<file path="src/rtl/tmr_triplet_arb_pkg.sv">
// Shared types for the time-TMR triplet arbiter.
// Latency: n/a (types and constants only).
// Backpressure: n/a.
// Contents: arbiter state enum, triplet beat counter type, triplet length.
package tmr_triplet_arb_pkg;

  typedef enum logic {
    IDLE   = 1'b0,
    LOCKED = 1'b1
  } state_e;

  typedef logic [1:0] cnt_t;

  // Number of redundant copies that make up one triplet.
  localparam cnt_t TripletLen = 2'd3;

endpackage

</file>
<file path="src/rtl/tmr_arb_rr_pick.sv">
// Round-robin pick: first asserted request at or after rr_ptr_i, wrapping.
// Latency: combinational.
// Backpressure: none; pure selection logic.
// Ports: req_i (request vector), rr_ptr_i (search start),
//        idx_o (chosen index, 0 when nothing found), found_o (any request).
module tmr_arb_rr_pick #(
  parameter int unsigned NumIn = 3
) (
  input  logic [NumIn-1:0]         req_i,
  input  logic [$clog2(NumIn)-1:0] rr_ptr_i,
  output logic [$clog2(NumIn)-1:0] idx_o,
  output logic                     found_o
);

  localparam int unsigned IdxW = $clog2(NumIn);

  always_comb begin
    int unsigned j;
    j       = 0;
    idx_o   = '0;
    found_o = 1'b0;
    for (int unsigned i = 0; i < NumIn; i++) begin
      j = (32'(rr_ptr_i) + i) % NumIn;
      if (!found_o && req_i[IdxW'(j)]) begin
        found_o = 1'b1;
        idx_o   = IdxW'(j);
      end
    end
  end

endmodule

</file>
<file path="src/rtl/tmr_triplet_arbiter.sv">
// Arbitrates NumIn opgroup result streams onto the time-TMR end stage, one whole triplet per grant.
// Latency: combinational forward path (req/data/id/idx); arbitration state updates on clk_i.
// Backpressure: gnt_o[sel] mirrors gnt_i; non-selected requesters stall; held while lock_i asks for it.
// Optional feature macro: TMR_ARB_TIMEOUT_EN (forced release after LockTimeout idle LOCKED cycles).
// Ports: clk_i/rst_i (sync, active-high), flush_i, lock_i; upstream req_i/gnt_o/data_i/id_i;
//        downstream req_o/gnt_i/data_o/id_o/idx_o; timeout_o pulses on forced release.
module tmr_triplet_arbiter
  import tmr_triplet_arb_pkg::*;
#(
  parameter int unsigned NumIn       = 3,
  parameter type         DataType    = logic [7:0],
  parameter int unsigned IDSize      = 5,
  parameter int unsigned LockTimeout = 5
) (
  input  logic                              clk_i,
  input  logic                              rst_i,
  input  logic                              flush_i,
  input  logic                              lock_i,
  input  logic [NumIn-1:0]                  req_i,
  output logic [NumIn-1:0]                  gnt_o,
  input  DataType [NumIn-1:0]               data_i,
  input  logic [NumIn-1:0][IDSize-1:0]      id_i,
  output logic                              req_o,
  input  logic                              gnt_i,
  output DataType                           data_o,
  output logic [IDSize-1:0]                 id_o,
  output logic [$clog2(NumIn)-1:0]          idx_o,
  output logic                              timeout_o
);

  localparam int unsigned IdxW = $clog2(NumIn);

  state_e            state_q;
  logic [IdxW-1:0]   rr_ptr_q;
  logic [IdxW-1:0]   lock_idx_q;
  logic [IDSize-1:0] lock_id_q;
  cnt_t              cnt_q;
  cnt_t              cnt_nxt;

  logic [IdxW-1:0]   pick_idx;
  logic              pick_found;
  logic [IdxW-1:0]   sel;
  logic              hs;
  logic              timeout_fire;

  tmr_arb_rr_pick #(
    .NumIn (NumIn)
  ) u_pick (
    .req_i    (req_i),
    .rr_ptr_i (rr_ptr_q),
    .idx_o    (pick_idx),
    .found_o  (pick_found)
  );

  // While locked only the latched requester is visible; in reset everything
  // collapses to index 0 with no valid.
  always_comb begin
    sel   = '0;
    req_o = 1'b0;
    if (!rst_i) begin
      if (state_q == LOCKED) begin
        sel   = lock_idx_q;
        req_o = req_i[lock_idx_q];
      end else begin
        sel   = pick_idx;
        req_o = pick_found;
      end
    end
  end

  assign data_o = data_i[sel];
  assign id_o   = id_i[sel];
  assign idx_o  = sel;
  assign hs     = req_o & gnt_i;

  always_comb begin
    gnt_o = '0;
    if (!flush_i) gnt_o[sel] = hs;
  end

  // A handshake either starts a new triplet (from IDLE or on an ID change)
  // or extends the current one, saturating at the triplet length.
  always_comb begin
    cnt_nxt = cnt_q;
    if (hs) begin
      if (state_q == IDLE || id_i[sel] != lock_id_q) cnt_nxt = 2'd1;
      else if (cnt_q != TripletLen)                  cnt_nxt = cnt_q + 2'd1;
    end
  end

`ifdef TMR_ARB_TIMEOUT_EN
  localparam int unsigned TcntW = $clog2(LockTimeout + 1);

  logic [TcntW-1:0] tcnt_q;
  logic             timeout_q;

  // Fire on the idle cycle that would bring tcnt up to LockTimeout.
  assign timeout_fire = (state_q == LOCKED) && !hs && (tcnt_q == TcntW'(LockTimeout - 1));
  assign timeout_o    = timeout_q;

  always_ff @(posedge clk_i) begin
    if (rst_i || flush_i) begin
      tcnt_q    <= '0;
      timeout_q <= 1'b0;
    end else begin
      timeout_q <= timeout_fire;
      if (state_q == LOCKED && !hs && !timeout_fire) begin
        if (tcnt_q != TcntW'(LockTimeout)) tcnt_q <= tcnt_q + 1'b1;
      end else begin
        tcnt_q <= '0;
      end
    end
  end
`else
  assign timeout_fire = 1'b0;
  assign timeout_o    = 1'b0;
`endif

  always_ff @(posedge clk_i) begin
    if (rst_i) begin
      state_q    <= IDLE;
      rr_ptr_q   <= '0;
      lock_idx_q <= '0;
      lock_id_q  <= '0;
      cnt_q      <= '0;
    end else if (flush_i) begin
      // rr_ptr is kept so fairness survives a pipeline flush.
      state_q    <= IDLE;
      lock_idx_q <= '0;
      lock_id_q  <= '0;
      cnt_q      <= '0;
    end else begin
      case (state_q)
        IDLE: begin
          if (hs) begin
            state_q    <= LOCKED;
            lock_idx_q <= sel;
            lock_id_q  <= id_i[sel];
            cnt_q      <= 2'd1;
          end
        end
        LOCKED: begin
          if (timeout_fire || (cnt_nxt == TripletLen && !lock_i)) begin
            state_q  <= IDLE;
            cnt_q    <= '0;
            rr_ptr_q <= (lock_idx_q == IdxW'(NumIn - 1)) ? '0 : lock_idx_q + 1'b1;
          end else begin
            cnt_q <= cnt_nxt;
            if (hs) lock_id_q <= id_i[sel];
          end
        end
        default: state_q <= IDLE;
      endcase
    end
  end

endmodule
</file>
<file path="config.mk">
export PLATFORM = sky130hd
export DESIGN_NAME = tmr_triplet_arbiter
export DESIGN_NICKNAME = d
export VERILOG_FILES = /design/src/rtl/tmr_triplet_arb_pkg.sv /design/src/rtl/tmr_arb_rr_pick.sv /design/src/rtl/tmr_triplet_arbiter.sv
export SDC_FILE = /design/constraint.sdc
export NUM_CORES = 1
export LEC_CHECK = 0
export CORE_ASPECT_RATIO = 0.7
export CORE_UTILIZATION = 44
export DETAILED_ROUTE_END_ITERATION = 16
export HOLD_SLACK_MARGIN = 0.06
export PLACE_DENSITY_LB_ADDON = 0.2
export REMOVE_ABC_BUFFERS = 1
export SYNTH_ARGS = -nofsm -noshare
export SYNTH_HDL_FRONTEND = slang
export SYNTH_SLANG_ARGS = --single-unit
</file>
<file path="constraint.sdc">
create_clock -name clk_i -period 4.5 [get_ports clk_i]
set_input_delay 0.45 -clock clk_i [delete_from_list [all_inputs] [get_ports clk_i]]
set_output_delay 0.45 -clock clk_i [all_outputs]
set_load 0.005 [all_outputs]
</file>
==> images/m1.png <==
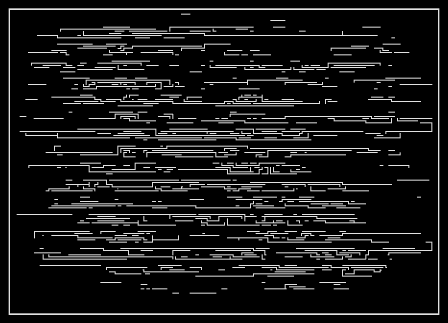
share of all routed wire: 49%
longest straight run: 27.6 um
wire length on this layer: 2070 um
main direction: horizontal

==> images/m2.png <==
Scale bar: 20 um. Cells faint in the background.
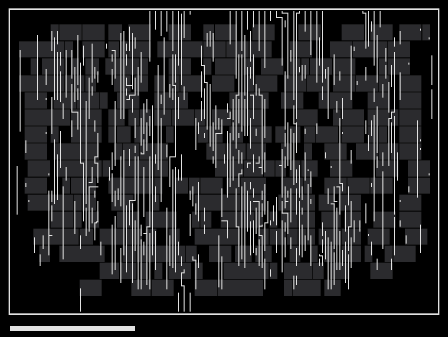
wire length on this layer: 1810 um
share of all routed wire: 43%
final WL: 4200 um
via count: 1645

==> flow_summary_export.csv <==
group,metric,value,unit
drt,met2_length,1810,um
drt,drt_first_pass_iters,4,
yosys,synth_cell_types,48,
sta,setup-tns-final,0,ns
critical_path,r2r_start,"rr_ptr_q[0]$_SDFFE_PP0P_",
place,hpwl,3230,um
drt,drtIter0Drc,88,
drt,drc,0,
clocking,cts_setup_buffers,0,
critical_path,cp_max_fo,24,
yosys,yosys-stat-area,1360,sq um
critical_path,end_kind,"output port",
critical_path,start_kind,"flop",
yosys,flop_cell,"dfxtp_1",
final_layout,nets,296,
grt,grt_max_degree,25,
drt,top_layer_used,"met4",
power,p_leak,0.727,nW
grt,grtUsageTotal,0.250,
floorplanning,die_w,68.4,um
grt,grt_pass1_vias,1376,
yosys,netlist_area,1360,sq um
sta,rsz0062_at_grt,"false",
yosys,ys_ff,12,
drt,dr_wl_met3,305,um
power,vdd_drop_max,0.166,mV
floorplanning,ios,67,
sta,setup_viol,0,
sta,max_freq,243,MHz
sta,fin_crit,4.12,ns
grt,grt_first_pass_wirelength,6350,um
yosys,syn_avg_cell_area,7.29,sq um
drt,viasPerCell,5.83,
critical_path,r2r_cells,11,
drt,wirelength_met1,2070,um
floorplanning,die_area,3310,sq um
final_layout,diodes,0,
place,post-place-ws,0.453,ns
yosys,synth_seq_share,0.177,
floorplanning,core_area,2860,sq um
clocking,htreeDepth,1,
clocking,hold_buffers,0,
critical_path,rr_endpoint,"rr_ptr_q[0]$_SDFFE_PP0P_",
clocking,cts.path.max_buffers,2,
yosys,area_leaders,"dfxtp_1 (18%), mux2i_1 (14%), nand2_1 (6.9%)",
min_path,hold_class,"reg -> reg",
place,port_buffers,65,
final_layout,drive_gt1_frac,0.0691,
yosys,syn_inst,186,
final_layout,lay_top_count,"clkdlybuf4s50_1",
sta,finalWorstSetupSlack,0.377,ns
clocking,clkTransAtPathRegs,0.06,ns
sta,slew_viol_final,0,
sta,fin_crit_sh,0.916,
critical_path,required,4.05,ns
sta,clock_skew,0.00788,ns
sta,tightest_slew,0.651,ns
floorplanning,chipHeight,48.5,um
final_layout,final_layout_top_logic_cells,"clkdlybuf4s50_1 (65), nand2_1 (25), mux2i_1 (19)",
clocking,cts_resized,0,
critical_path,rrSetupSlack,0.74,ns
critical_path,critPathMaxStageDelay,0.58,ns
critical_path,startpoint,"rr_ptr_q[0]$_SDFFE_PP0P_",
clocking,cts_tree,"built",
outcome,outcome,"completed",
critical_path,endpoint,"id_o[3]",
grt,grt_overflow_total,0,
run,warning_count,26,
final_layout,syn2layout_area_growth,51.8,%
critical_path,worstPathArrival,3.67,ns
yosys,edf_count,0,
clocking,root_buffer,"clkbuf_8",
clocking,cts_made_buffers,3,
yosys,yosysWarnings,0,
run,maxCapViolations,0,
clocking,worstSkewPairLatency,0.24,ns
power,powerDensity,174,nW/um^2
grt,antenna_found_initial,0,
clocking,clock_sinks,12,
yosys,netlist.area_leader.share,0.177,
yosys,yosys_cells,186,
critical_path,crit_type,"reg -> out",
drt,final_antenna_net_count,0,
floorplanning,rows,16,
critical_path,path_cells,"inv_1 > ha_1 > and2b_2 > o31ai_1 > o41a_1 > clkinv_4 > nor2_1 > nand2_1 > o21ai_0 > clkdlybuf4s50_1",
sta,finalHoldViolations,0,
final_layout,post-route-util,0.719,
yosys,top_area_cell,"dfxtp_1",
floorplanning,fp_util,0.474,
yosys,async_flop_share,0,
==> images/m3.png <==
Scale bar: 20 um.
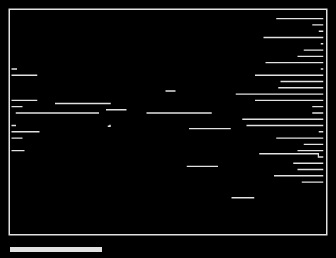
nets with wire on the layer: 41
share of all routed wire: 7.3%
wire length on this layer: 305 um
longest straight run: 18.6 um

[how the worst min path moves through the flow]
stage	startpoint	endpoint	slack, ns	cells past startpoint
floorplan	lock_id_q[0]$_SDFFE_PP0P_	lock_id_q[0]$_SDFFE_PP0P_	0.43	2
global placement	lock_id_q[0]$_SDFFE_PP0P_	lock_id_q[0]$_SDFFE_PP0P_	0.45	2
detailed placement	lock_id_q[0]$_SDFFE_PP0P_	lock_id_q[0]$_SDFFE_PP0P_	0.45	2
CTS	lock_id_q[0]$_SDFFE_PP0P_	lock_id_q[0]$_SDFFE_PP0P_	0.48	2
global route	lock_id_q[4]$_SDFFE_PP0P_	lock_id_q[4]$_SDFFE_PP0P_	0.51	2
finish	lock_id_q[0]$_SDFFE_PP0P_	lock_id_q[0]$_SDFFE_PP0P_	0.48	2
[critical path: cells and delay by family (launching register included)]
kind / cells / cell delay, ns
buffers and inverters: 3 / 0.92
adder cells (fa/ha/maj): 1 / 0.38
flip-flops: 1 / 0.34
AND-OR/OR-AND: 3 / 0.86
AND/OR/NAND/NOR: 3 / 0.94
[layer usage]
metal	track usage	vias to the layer above
met5	0	-
met4	0.0417	0
met3	0.0448	4
met2	0.373	49
met1	0.373	786
li1	-	806
[report_power, final]
part | switching [W] | total, W | internal (W)
clock | 0.0000396 | 0.000117 | 0.0000772
combinational | 0.0000503 | 0.000129 | 0.0000792
sequential | 0.00000293 | 0.000111 | 0.000108
[registers in the layout, indices dropped and copies added (netlist names)]
register,cells
cnt_q,2
lock_id_q,5
rr_ptr_q,2
state_q,1
lock_idx_q,2
[cell families after synthesis]
| kind of cell | synth area share |
|---|---|
| buffers and inverters | 0.0812 |
| muxes | 0.160 |
| other | 0.00276 |
| AOI/OAI and AO/OA | 0.260 |
| adders and majority gates | 0.0258 |
| and+or+nand+nor | 0.293 |
| DFF | 0.177 |
[metrics by stage]
| step | power [W] | hold WS (ns) | area [sq um] | instances |
|---|---|---|---|---|
| 4_1_cts | 0.000358 | 0.480 | 2060 | 282 |
| 3_5_place_dp | 0.000241 | 0.452 | 2000 | 278 |
| 2_1_floorplan | 0.000161 | 0.435 | 1280 | 174 |
| 3_3_place_gp | 0.000240 | 0.445 | 2000 | 278 |
| 5_1_grt | 0.000374 | 0.515 | 2060 | 282 |
| 6_report | 0.000358 | 0.479 | 2060 | 282 |
[synthesized netlist by cell type (3+ instances only)]
| cell | count |
|---|---|
| mux2i_1 | 19 |
| buf_2 | 3 |
| a21oi_1 | 5 |
| nand3_1 | 13 |
| a32o_1 | 3 |
| a31o_2 | 4 |
| nor3_1 | 6 |
| o21ai_0 | 15 |
| dfxtp_1 | 12 |
| clkbuf_1 | 5 |
| nand2_1 | 25 |
| nand4_1 | 7 |
| nor2_1 | 11 |
| nand3b_1 | 4 |
| inv_1 | 8 |
| o21a_1 | 4 |
[final cells by class]
type | count | area (sq um)
Clock buffer | 4 | 55.1
Fill cell | 260 | 805
Inverter | 9 | 38.8
Multi-Input combinational cell | 153 | 1010
Sequential cell | 12 | 240
Tap cell | 36 | 45.0
Timing Repair Buffer | 68 | 673
Power and IR drop assume default switching activity.
